File: config.mk
export PLATFORM = sky130hd
export DESIGN_NAME = gcd_arbiter
export DESIGN_NICKNAME = d
export VERILOG_FILES = /design/src/rtl/gcd_arbiter.sv
export SDC_FILE = /design/constraint.sdc
export NUM_CORES = 1
export LEC_CHECK = 0
export ABC_AREA = 0
export CAP_MARGIN = 20
export CORE_UTILIZATION = 35
export CTS_BUF_LIST = sky130_fd_sc_hd__clkbuf_16
export CTS_CLUSTER_DIAMETER = 200
export CTS_CLUSTER_SIZE = 8
export DETAILED_ROUTE_END_ITERATION = 10
export PLACE_DENSITY = 0.8
export RECOVER_POWER = 25
export SYNTH_ARGS = -nofsm -noshare
export SYNTH_HDL_FRONTEND = slang
export SYNTH_SLANG_ARGS = --single-unit
export TNS_END_PERCENT = 10
File: constraint.sdc
create_clock -name clk_i -period 2.2 [get_ports clk_i]
set_input_delay 0.44 -clock clk_i [delete_from_list [all_inputs] [get_ports clk_i]]
set_output_delay 0.44 -clock clk_i [all_outputs]
set_load 0.02 [all_outputs]
File: src/rtl/gcd_arbiter.sv
// Round-robin front end that shares one gcd engine between NUM_REQ requesters.
// A single operation is in flight at a time; the result returns to the owning requester.
module gcd_arbiter #(
  parameter int unsigned WIDTH   = 8,
  parameter int unsigned NUM_REQ = 4,
  parameter int unsigned ID_W    = $clog2(NUM_REQ)
) (
  input  logic                     clk_i,
  input  logic                     reset_ni,
  input  logic [NUM_REQ-1:0]       req_valid_i,
  output logic [NUM_REQ-1:0]       req_ready_o,
  input  logic [NUM_REQ*WIDTH-1:0] req_a_i,
  input  logic [NUM_REQ*WIDTH-1:0] req_b_i,
  output logic [NUM_REQ-1:0]       rsp_valid_o,
  input  logic [NUM_REQ-1:0]       rsp_ready_i,
  output logic [WIDTH-1:0]         rsp_gcd_o,
  output logic                     eng_valid_o,
  output logic [WIDTH-1:0]         eng_a_o,
  output logic [WIDTH-1:0]         eng_b_o,
  input  logic [WIDTH-1:0]         eng_gcd_i,
  input  logic                     eng_valid_i,
  output logic                     busy_o,
  output logic [ID_W-1:0]          grant_id_o
);

  typedef enum logic [2:0] {StIdle, StIssue, StSettle, StWait, StResp} state_e;

  state_e            state_q, state_d;
  logic [ID_W-1:0]   ptr_q, ptr_d;
  logic [ID_W-1:0]   grant_q, grant_d;
  logic [WIDTH-1:0]  eng_a_q, eng_a_d;
  logic [WIDTH-1:0]  eng_b_q, eng_b_d;
  logic [WIDTH-1:0]  rsp_gcd_q, rsp_gcd_d;
  logic [ID_W-1:0]   sel_idx;
  logic              sel_found;

  // First pending requester at or after the pointer, wrapping around.
  always_comb begin : p_select
    int unsigned idx;
    idx       = 0;
    sel_found = 1'b0;
    sel_idx   = '0;
    for (int unsigned k = 0; k < NUM_REQ; k++) begin
      idx = (32'(ptr_q) + k) % NUM_REQ;
      if (!sel_found && req_valid_i[idx]) begin
        sel_found = 1'b1;
        sel_idx   = ID_W'(idx);
      end
    end
  end

  always_comb begin : p_next
    state_d     = state_q;
    ptr_d       = ptr_q;
    grant_d     = grant_q;
    eng_a_d     = eng_a_q;
    eng_b_d     = eng_b_q;
    rsp_gcd_d   = rsp_gcd_q;
    req_ready_o = '0;
    rsp_valid_o = '0;
    eng_valid_o = 1'b0;
    unique case (state_q)
      StIdle: begin
        if (sel_found) begin
          req_ready_o[sel_idx] = 1'b1;
          eng_a_d = req_a_i[sel_idx*WIDTH +: WIDTH];
          eng_b_d = req_b_i[sel_idx*WIDTH +: WIDTH];
          grant_d = sel_idx;
          ptr_d   = (sel_idx == ID_W'(NUM_REQ - 1)) ? '0 : sel_idx + 1'b1;
          state_d = StIssue;
        end
      end
      StIssue: begin
        eng_valid_o = 1'b1;
        state_d     = StSettle;
      end
      // eng_valid_i may still show the previous result here, so it is not looked at.
      StSettle: state_d = StWait;
      StWait: begin
        if (eng_valid_i) begin
          rsp_gcd_d = eng_gcd_i;
          state_d   = StResp;
        end
      end
      StResp: begin
        rsp_valid_o[grant_q] = 1'b1;
        if (rsp_ready_i[grant_q]) begin
          state_d = StIdle;
        end
      end
      default: state_d = StIdle;
    endcase
  end

  always_ff @(posedge clk_i) begin
    if (!reset_ni) begin
      state_q   <= StIdle;
      ptr_q     <= '0;
      grant_q   <= '0;
      eng_a_q   <= '0;
      eng_b_q   <= '0;
      rsp_gcd_q <= '0;
    end else begin
      state_q   <= state_d;
      ptr_q     <= ptr_d;
      grant_q   <= grant_d;
      eng_a_q   <= eng_a_d;
      eng_b_q   <= eng_b_d;
      rsp_gcd_q <= rsp_gcd_d;
    end
  end

  assign eng_a_o    = eng_a_q;
  assign eng_b_o    = eng_b_q;
  assign rsp_gcd_o  = rsp_gcd_q;
  assign grant_id_o = grant_q;
  assign busy_o     = (state_q != StIdle);

endmodule

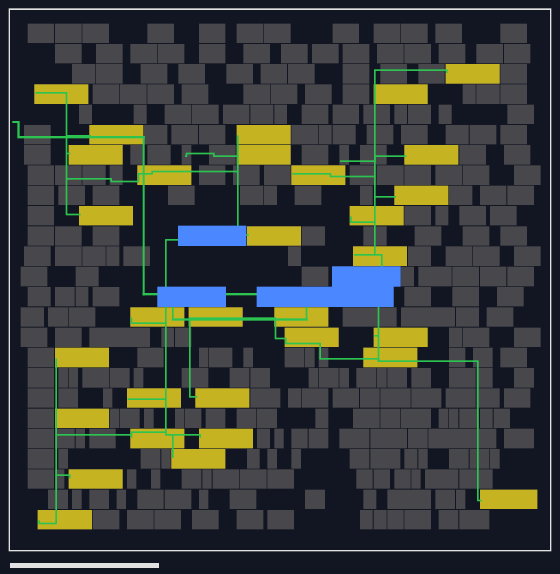
Figure 1: routed clock nets over the placement.
Scale bar: 20 microns.
[clock-net drivers] blue | count: 5
[flip-flops] yellow | count: 31
[clock wires] green | length: 405 microns
routed clock nets: 6

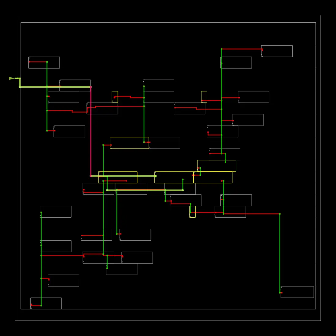
Figure 2: the clock network.
Clock Skew: 3.659 ps
clkbuf count: 5
CTS Buf Count: 5
clock tree sinks: 31

==> out/results.ini <==
[status]
status=finished, final reports clean

[clock_network]
postCtsSetupRepairBufs=0
cts.path.max_buffers=2
cts_tree=yes
cts.clk_slew.worst_paths_ps=50

[route]
antenna_left=0
detail_route.vias_per_cell=4.801

[setup_path]
cp_top_family=simple AND/OR/NAND/NOR gates
path_class=flop to primary output
worstSetupStartpointType=flop

[floorplanning]
std_cell_rows=25
dieArea_sq_mm=0.005255

[power]
pg_clk_mw=0.626
power.internal_mw=1.538
power.density_mw_per_mm2=670.3
power.net_switching_mw=0.6731
total_power_mw=2.211
seqPwrFrac=0.310

[hold_path]
worstHoldStart=rsp_gcd_o[6]
hold_depth=2

[layout]
lay_top_cells=clkdlybuf4s50_1, mux2i_1, dfxtp_1
inv_count=3
n_all_buffers=139
area_growth_pct=89.71

[synthesis]
area_leaders=dfxtp_1, mux2i_1, o221ai_1
ys_warn_count=0
ys_area_sq_mm=0.001739
yosysMostFrequentCell=mux2i_1

[place]
gp_congestion=0.8109
dpl.cell_count=383

[timing]
hold_slack_ps=460.8

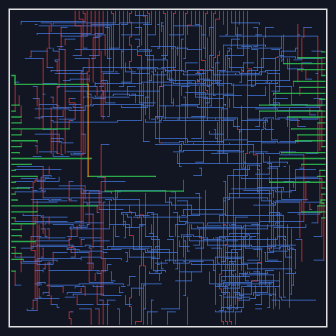
Figure 3: routed metal, one colour a layer.
[M2] red | wire length: 2,610 microns
[M1] blue | wire length: 2,370 microns
[M3] green | wire length: 328 microns
[M4] orange | wire length: 21.1 microns

[metal layers]
layer / global-route usage / wire, microns / vias up
met5: 0 / 0 / -
met4: 0.04575 / 21 / 0
met3: 0.04861 / 328 / 2
met2: 0.3344 / 2610 / 60
met1: 0.2343 / 2369 / 850
li1: - / - / 970
[registers in the layout, summed over array words and instances (netlist names)]
name,count
state_q,3
eng_a_o,8
ptr_q,2
grant_id_o,2
eng_b_o,8
rsp_gcd_o,8
[cells by family after synthesis]
family | after synthesis | share of synthesized area
and+or+nand+nor | 74 | 0.2295
DFF | 31 | 0.3568
AOI/OAI and AO/OA | 36 | 0.1554
buffers and inverters | 15 | 0.05395
muxes | 33 | 0.1971
adders and majority gates | 1 | 0.007193
